===== config.mk =====
export PLATFORM = sky130hd
export DESIGN_NAME = cim_host_seq
export DESIGN_NICKNAME = d
export VERILOG_FILES = /design/src/rtl/cim_pkg.sv /design/src/rtl/cim_out_skid.sv /design/src/rtl/cim_host_seq.sv
export SDC_FILE = /design/constraint.sdc
export NUM_CORES = 1
export LEC_CHECK = 0
export CAP_MARGIN = 20
export CORE_ASPECT_RATIO = 0.5
export CORE_MARGIN = 2
export CORE_UTILIZATION = 42
export DETAILED_ROUTE_END_ITERATION = 7
export PLACE_DENSITY = 0.75
export SLEW_MARGIN = 20
export SYNTH_ARGS = -nofsm -noshare
export SYNTH_HDL_FRONTEND = slang
export SYNTH_SLANG_ARGS = --single-unit

===== constraint.sdc =====
create_clock -name clk -period 1.7 [get_ports clk]
set_input_delay 0.34 -clock clk [delete_from_list [all_inputs] [get_ports clk]]
set_output_delay 0.34 -clock clk [all_outputs]
set_load 0.02 [all_outputs]

===== src/rtl/cim_pkg.sv =====
// Shared constants for the CIM host sequencer: FSM state encoding, array row map and byte type.
package cim_pkg;

   localparam int BYTE_W = 8;
   typedef logic [BYTE_W-1:0] byte_t;

   localparam logic [2:0] S_IDLE      = 3'd0;
   localparam logic [2:0] S_LOAD_A    = 3'd1;
   localparam logic [2:0] S_LOAD_B    = 3'd2;
   localparam logic [2:0] S_COMPUTE   = 3'd3;
   localparam logic [2:0] S_WAIT_DONE = 3'd4;
   localparam logic [2:0] S_UNLOAD    = 3'd5;
   localparam logic [2:0] S_ERR       = 3'd6;

   localparam logic [2:0] ROW_VEC_A = 3'd0;
   localparam logic [2:0] ROW_VEC_B = 3'd1;
   localparam logic [2:0] ROW_PROD0 = 3'd2;

   // Column address of the last byte in a row, truncated to the 8-bit column bus.
   function automatic logic [7:0] col_last(input int ncols);
      return 8'(ncols - 1);
   endfunction

endpackage


===== src/rtl/cim_out_skid.sv =====
// One-entry valid/ready output buffer fed by a READ_LAT-deep read-valid pipe from the CIM array.
module cim_out_skid
   import cim_pkg::*;
#(
   parameter int READ_LAT = 1
)
(
   input  logic  clk,
   input  logic  rst_n,
   input  logic  rd_issue,
   input  logic  rd_last,
   input  byte_t rd_data,
   input  logic  m_ready,
   output byte_t m_data,
   output logic  m_valid,
   output logic  m_last,
   output logic  can_issue
);

   logic [READ_LAT-1:0] vld_pipe_reg;
   logic [READ_LAT-1:0] last_pipe_reg;
   logic                buf_valid_reg;
   logic                buf_last_reg;
   byte_t               buf_data_reg;
   logic                rd_arrive;
   logic                in_flight;

   assign rd_arrive = vld_pipe_reg[READ_LAT-1];
   assign in_flight = |vld_pipe_reg;
   // At most one byte lives in pipe+buffer, so a new read only goes out once the buffer is leaving.
   assign can_issue = !in_flight && (!buf_valid_reg || m_ready);

   always_ff @(posedge clk or negedge rst_n) begin
      if (!rst_n) begin
         vld_pipe_reg  <= '0;
         last_pipe_reg <= '0;
      end else begin
         vld_pipe_reg[0]  <= rd_issue;
         last_pipe_reg[0] <= rd_issue & rd_last;
         for (int i = 1; i < READ_LAT; i++) begin
            vld_pipe_reg[i]  <= vld_pipe_reg[i-1];
            last_pipe_reg[i] <= last_pipe_reg[i-1];
         end
      end
   end

   always_ff @(posedge clk or negedge rst_n) begin
      if (!rst_n) begin
         buf_valid_reg <= 1'b0;
         buf_last_reg  <= 1'b0;
         buf_data_reg  <= '0;
      end else if (rd_arrive) begin
         buf_valid_reg <= 1'b1;
         buf_last_reg  <= last_pipe_reg[READ_LAT-1];
         buf_data_reg  <= rd_data;
      end else if (buf_valid_reg && m_ready) begin
         buf_valid_reg <= 1'b0;
         buf_last_reg  <= 1'b0;
      end
   end

   assign m_data  = buf_data_reg;
   assign m_valid = buf_valid_reg;
   assign m_last  = buf_valid_reg & buf_last_reg;

endmodule


===== src/rtl/cim_host_seq.sv =====
// Host-side sequencer for the CIM array: load rows A/B, pulse En, await DONE, stream product rows out.
// Optional build macro CIM_HOST_CSUM_EN adds XOR checksums of loaded and unloaded bytes.
module cim_host_seq
   import cim_pkg::*;
#(
   parameter int NCOLS     = 32,
   parameter int NOUT_ROWS = 2,
   parameter int READ_LAT  = 1,
   parameter int TIMEOUT   = 64
)
(
   input  logic        clk,
   input  logic        rst_n,
   input  logic        start,
   input  logic [7:0]  s_data,
   input  logic        s_valid,
   output logic        s_ready,
   output logic [7:0]  m_data,
   output logic        m_valid,
   input  logic        m_ready,
   output logic        m_last,
   output logic        busy,
   output logic        done,
   output logic        err_timeout,
   output logic [2:0]  mem_row_addr,
   output logic [7:0]  mem_col_addr,
   output logic [7:0]  mem_data_in,
   output logic        mem_write,
   output logic        mem_read,
   output logic        mem_en,
   input  logic [7:0]  mem_data_out,
   input  logic        mem_done
`ifdef CIM_HOST_CSUM_EN
   ,
   output logic [7:0]  csum_in,
   output logic [7:0]  csum_out
`endif
);

   localparam logic [7:0] COL_LAST = col_last(NCOLS);
   localparam logic [2:0] ROW_LAST = 3'(int'(ROW_PROD0) + NOUT_ROWS - 1);
   localparam int         WCNT_W   = $clog2(TIMEOUT + 1);
   localparam logic [WCNT_W-1:0] WAIT_MAX = WCNT_W'(TIMEOUT);

   logic [2:0]        state_reg,    state_next;
   logic [7:0]        col_reg,      col_next;
   logic [2:0]        row_reg,      row_next;
   logic [WCNT_W-1:0] wait_cnt_reg, wait_cnt_next;
   logic              rd_all_reg,   rd_all_next;
   logic              err_reg,      err_next;
   logic              done_reg,     done_next;

   logic load_hs;
   logic out_hs;
   logic rd_issue;
   logic rd_last;
   logic can_issue;
   logic start_acc;

   assign s_ready   = (state_reg == S_LOAD_A) || (state_reg == S_LOAD_B);
   assign load_hs   = s_valid && s_ready;
   assign start_acc = (state_reg == S_IDLE) && start;
   assign out_hs    = m_valid && m_ready;
   assign rd_issue  = (state_reg == S_UNLOAD) && !rd_all_reg && can_issue;
   assign rd_last   = (row_reg == ROW_LAST) && (col_reg == COL_LAST);

   // Array strobes are combinational from registered address so a write lands in its handshake cycle.
   assign mem_write    = load_hs;
   assign mem_data_in  = load_hs ? s_data : 8'h00;
   assign mem_row_addr = row_reg;
   assign mem_col_addr = col_reg;
   assign mem_read     = rd_issue;
   assign mem_en       = (state_reg == S_COMPUTE);
   assign busy         = (state_reg != S_IDLE);
   assign done         = done_reg;
   assign err_timeout  = err_reg;

   cim_out_skid #(
      .READ_LAT (READ_LAT)
   ) u_out_skid (
      .clk       (clk),
      .rst_n     (rst_n),
      .rd_issue  (rd_issue),
      .rd_last   (rd_last),
      .rd_data   (mem_data_out),
      .m_ready   (m_ready),
      .m_data    (m_data),
      .m_valid   (m_valid),
      .m_last    (m_last),
      .can_issue (can_issue)
   );

   always_comb begin
      state_next    = state_reg;
      col_next      = col_reg;
      row_next      = row_reg;
      wait_cnt_next = wait_cnt_reg;
      rd_all_next   = rd_all_reg;
      err_next      = err_reg;
      done_next     = 1'b0;
      case (state_reg)
         S_IDLE: begin
            if (start) begin
               state_next = S_LOAD_A;
               col_next   = 8'd0;
               row_next   = ROW_VEC_A;
               err_next   = 1'b0;
            end
         end
         S_LOAD_A, S_LOAD_B: begin
            if (load_hs) begin
               if (col_reg == COL_LAST) begin
                  col_next = 8'd0;
                  if (state_reg == S_LOAD_A) begin
                     state_next = S_LOAD_B;
                     row_next   = ROW_VEC_B;
                  end else begin
                     state_next = S_COMPUTE;
                  end
               end else begin
                  col_next = col_reg + 8'd1;
               end
            end
         end
         S_COMPUTE: begin
            state_next    = S_WAIT_DONE;
            wait_cnt_next = '0;
         end
         S_WAIT_DONE: begin
            // A DONE arriving on the timeout cycle itself still counts as success.
            if (mem_done) begin
               state_next  = S_UNLOAD;
               row_next    = ROW_PROD0;
               col_next    = 8'd0;
               rd_all_next = 1'b0;
            end else if (wait_cnt_reg == WAIT_MAX) begin
               state_next = S_ERR;
               err_next   = 1'b1;
            end else begin
               wait_cnt_next = wait_cnt_reg + 1'b1;
            end
         end
         S_UNLOAD: begin
            if (rd_issue) begin
               if (col_reg == COL_LAST) begin
                  col_next = 8'd0;
                  if (row_reg == ROW_LAST) begin
                     rd_all_next = 1'b1;
                  end else begin
                     row_next = row_reg + 3'd1;
                  end
               end else begin
                  col_next = col_reg + 8'd1;
               end
            end
            if (out_hs && m_last) begin
               state_next = S_IDLE;
               row_next   = ROW_VEC_A;
               col_next   = 8'd0;
               done_next  = 1'b1;
            end
         end
         S_ERR: begin
            state_next = S_IDLE;
            row_next   = ROW_VEC_A;
            col_next   = 8'd0;
         end
         default: begin
            state_next = S_IDLE;
            row_next   = ROW_VEC_A;
            col_next   = 8'd0;
         end
      endcase
   end

   always_ff @(posedge clk or negedge rst_n) begin
      if (!rst_n) begin
         state_reg    <= S_IDLE;
         col_reg      <= 8'd0;
         row_reg      <= 3'd0;
         wait_cnt_reg <= '0;
         rd_all_reg   <= 1'b0;
         err_reg      <= 1'b0;
         done_reg     <= 1'b0;
      end else begin
         state_reg    <= state_next;
         col_reg      <= col_next;
         row_reg      <= row_next;
         wait_cnt_reg <= wait_cnt_next;
         rd_all_reg   <= rd_all_next;
         err_reg      <= err_next;
         done_reg     <= done_next;
      end
   end

`ifdef CIM_HOST_CSUM_EN
   logic [7:0] csum_in_reg;
   logic [7:0] csum_out_reg;

   always_ff @(posedge clk or negedge rst_n) begin
      if (!rst_n) begin
         csum_in_reg  <= 8'h00;
         csum_out_reg <= 8'h00;
      end else if (start_acc) begin
         csum_in_reg  <= 8'h00;
         csum_out_reg <= 8'h00;
      end else begin
         if (load_hs) begin
            csum_in_reg <= csum_in_reg ^ s_data;
         end
         if (out_hs) begin
            csum_out_reg <= csum_out_reg ^ m_data;
         end
      end
   end

   assign csum_in  = csum_in_reg;
   assign csum_out = csum_out_reg;
`else
   logic unused_start_acc;
   assign unused_start_acc = start_acc;
`endif

endmodule

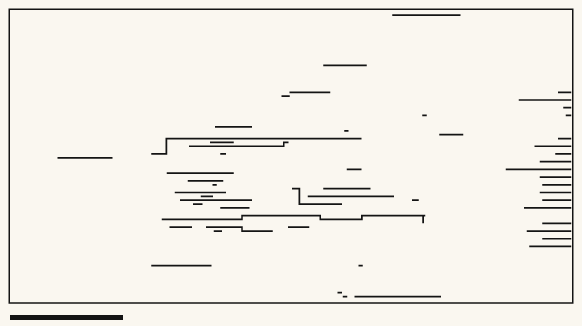
(images/layer_met3.png)
The bar under the picture is 20 um long.
main direction: horizontal
nets with wire on the layer: 37
wire length on this layer: 382 um

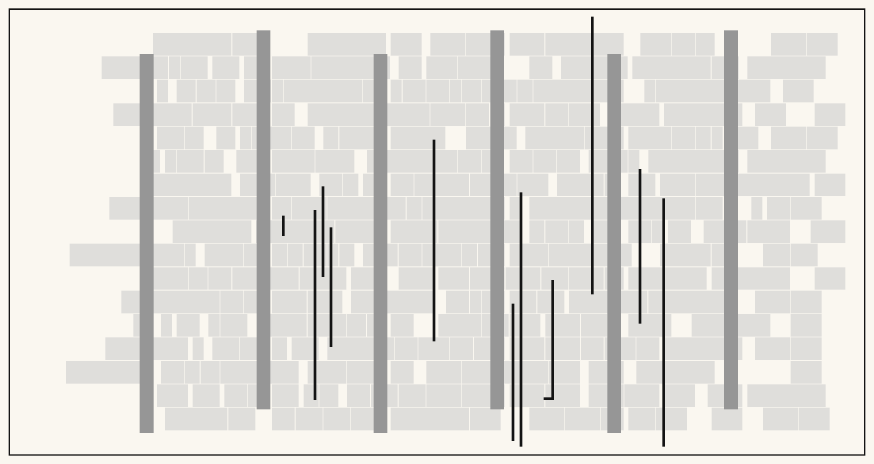
(images/layer_met4.png)
Supply wires on this layer in gray.
longest straight run: 32.0 um
main direction: vertical
share of all routed wire: 3.2%
nets with wire on the layer: 11
drt total wl: 6.57 mm
vias after detailed routing: 1961

==> flow_metrics.env <==
# physical design summary
export IMPL_warnings=30
export IMPL_reg2reg_to="mem_row_addr[1]"
export IMPL_timing_rr_start="state_reg[1]"
export IMPL_fp_util=0.434
export IMPL_avgRoutedWirePerCell_um=18.0
export IMPL_drtIter0Drc=71
export IMPL_rsz0062_at_grt="yes"
export IMPL_setup_slack_ns=-0.301
export IMPL_run_status="finished, violations left"
export IMPL_ys_ff=36
export IMPL_avgSynthCellArea_um2=10.2
export IMPL_ys_area_um2=1900
export IMPL_top_cell_area_share=0.474
export IMPL_first_pass_iters=4
export IMPL_antenna_cells=0
export IMPL_dp_slack_ns=-0.669
export IMPL_setup_viol=31
export IMPL_mux_area_frac=0.0822
export IMPL_top_usage_layer="met2"
export IMPL_crit_type="reg2reg"
export IMPL_grt_pass1_wl_mm=8.38
export IMPL_critPathCaptureType="flop"
export IMPL_ys_warn_count=0
export IMPL_netlist_top_cells_count="36 x dfrtp_1, 23 x nand2_1, 13 x mux2_2, 13 x o21ai_0, 10 x nor2_1"
export IMPL_xor_area_frac=0.0276
export IMPL_grt_use_met3=0.0497
export IMPL_synth_main_ff_cell="dfrtp_1"
export IMPL_yosysMostFrequentCell="dfrtp_1"
export IMPL_worstRegToRegCells=7
export IMPL_area_growth_pct=79.4
export IMPL_synth_area_um2=1900
export IMPL_nets=333
export IMPL_fp_nets=213
export IMPL_overflow=0
export IMPL_hold_viol_final=0
export IMPL_ys_seq_share=0.474
export IMPL_rrSetupSlack_ns=-0.30
export IMPL_post_dp_hpwl_mm=3.58
export IMPL_grt_usage=0.214
export IMPL_async_reset_ff_frac=1.00
export IMPL_met1_usage=0.257
export IMPL_simple_gate_area_frac=0.245
export IMPL_edf_count=0
export IMPL_slew_headroom=0.725
export IMPL_grt_max_degree=37
export IMPL_antenna_found_initial=1
export IMPL_die_x_um=99.2
export IMPL_dpl_instance_area_um2=2920
export IMPL_core_um2=4380
export IMPL_syn_inst=186
export IMPL_peakVddDrop_mv=0.742
export IMPL_min_path_type="in2async"
export IMPL_p_per_area_nw_per_um2=1770
export IMPL_ys_cells=186
export IMPL_cp_data_arrival_time_ns=2.18
export IMPL_top_area_cell="dfrtp_1"
export IMPL_clock_latency_ns=0.29
export IMPL_p_leak_nw=1.60
export IMPL_violations="negative setup slack"
export IMPL_final_layout_size_suffix_gt1_frac=0.495
export IMPL_synthTopCellsByArea="dfrtp_1 47%, mux2_2 7.7%, nand2_1 4.5%"
export IMPL_logic_family="simple AND/OR/NAND/NOR gates"
export IMPL_cp_max_fo=3
export IMPL_vias_per_cell=5.39
export IMPL_dieHeight_um=51.6
export IMPL_fin_crit_ns=2.00
export IMPL_numCtsBuffers=5
export IMPL_adder_share=0.0329
export IMPL_tightest_slew_ns=0.409
export IMPL_dieArea_um2=5110
export IMPL_clkSinkCount=36
export IMPL_fin_skew_ns=0.00705
export IMPL_io_pins=58
export IMPL_drc=0
export IMPL_clk_pin_slew_ns=0.07
export IMPL_cap_viol_max_count=0
export IMPL_finalSetupTns_ns=-5.59
export IMPL_gp_congestion=0.854
export IMPL_grt_pass1_vias=1792
export IMPL_fmax_ghz=0.500
export IMPL_clockBufferDepth=2
export IMPL_row_count=17
export IMPL_port_buffers=57
export IMPL_post_route_period_util=1.18
export IMPL_cts_tree="done"
export IMPL_drtAntennaViolNets=0
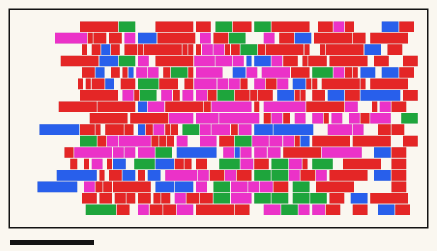
(images/sizes.png)
The bar under the picture is 20 um long.
| size | color | cells | most used |
|---|---|---|---|
| _0 and _1 cells | red | 155 | clkdlybuf4s50_1 |
| _2 cells | blue | 38 | mux2_2 |
| _3 and _4 cells | magenta | 83 | buf_4 |
| _6 and larger | green | 31 | buf_6 |
cell area after layout: 3410 um^2
final worst setup slack: -0.301 ns

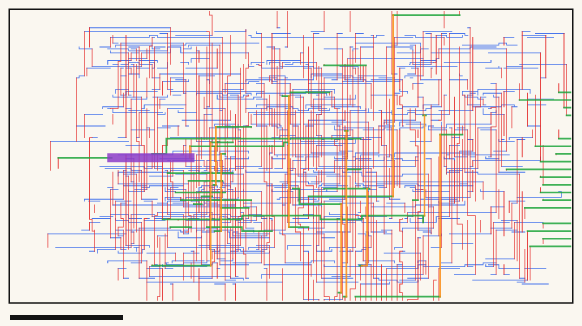
(images/wires.png)
The bar under the picture is 20 um long.
| layer | color | wire length |
|---|---|---|
| metal 3 | green | 382 um |
| metal 4 | orange | 208 um |
| metal 2 | red | 3250 um |
| metal 1 | blue | 2710 um |
| metal 5 | purple | 13.8 um |

logic make-up (layout without fill, tap and decap cells):
logic type / Yosys count / in the layout
adders and majority gates: 5 / 5
muxes: 14 / 14
and+or+nand+nor: 82 / 83
buffers and inverters: 14 / 134
xor gates and xnor gates: 6 / 6
DFF: 36 / 36
AOI/OAI and AO/OA: 29 / 29
timing repair:
action                                  4_1_cts  5_1_grt
endpoints found under the hold margin         0        0
cloned                                        1        0
gates resized                               116       55
endpoints found under the setup margin       43       33
pin swaps                                    20       19
setup buffers                                 2       11
worst max-delay path: stages, from the launching register on:
cell      delay [ns]
dfrtp_2         0.47
buf_6           0.14
and3b_4         0.22
o311ai_4        0.11
buf_4           0.18
nand3_1         0.13
nor3b_4         0.28
mux2_2          0.36
through the flow:
step / std cells / hold slack (ns)
after floorplan: 186 / 0.0444
after detailed placement: 342 / 0.449
after CTS: 353 / 0.428
final: 364 / 0.405
after global routing: 364 / 0.423
after global placement: 342 / 0.439
worst max path at each step:
stage / startpoint / endpoint / slack [ns] / depth (start not counted)
after global routing: state_reg[1] / mem_row_addr[0] / -0.37 / 7
after detailed placement: m_ready / mem_read / -0.67 / 5
after CTS: state_reg[1] / mem_col_addr[4] / -0.19 / 7
final: state_reg[1] / mem_row_addr[1] / -0.30 / 7
after global placement: m_ready / mem_read / -0.65 / 5
after floorplan: mem_col_addr[1] / mem_row_addr[0] / -0.28 / 6
power by group:
group / leakage [nW] / internal [W] / switching [W] / total, W
clock network: 0.0422 / 0.000288 / 0.000315 / 0.000603
registers: 0.465 / 0.00110 / 0.000226 / 0.00132
logic: 1.09 / 0.00219 / 0.00193 / 0.00412
total: 1.60 / 0.00358 / 0.00247 / 0.00605
layer usage:
metal / wire, um / up-vias
li1: - / 898
met1: 2710 / 963
met2: 3250 / 75
met3: 381 / 23
met4: 208 / 2
met5: 13 / -
cells in the final DEF, fill, tap and decap left out, types with 3 or more instances in the layout:
master,Yosys,layout
dlygate4sd2_1,0,11
nand2_2,0,5
dfrtp_2,0,6
nor2_1,10,9
buf_6,1,25
o21ai_2,0,4
xor2_1,6,5
and2_4,0,8
o31ai_2,0,3
nand2_4,0,3
inv_1,8,5
and3_1,6,5
dfrtp_1,36,30
buf_4,0,48
inv_2,0,3
o21ai_1,1,3
nand4_1,3,3
nand2_1,23,15
clkbuf_8,0,5
o21ai_0,13,6
mux2_2,13,11
ha_1,5,4
clkdlybuf4s50_1,0,32
nand3_1,9,7
nand2b_1,3,3
a21oi_1,4,3
cell type report:
type,instances,area (um^2)
Multi-Input combinational cell,137,1230
Timing Repair Buffer,118,1090
Clock inverter,1,5.00
Fill cell,244,970
Inverter,8,30.0
Sequential cell,36,908
Tap cell,57,71.3
Clock buffer,7,76.3
Power figures rest on the tool's default switching activity, not on a simulated workload.
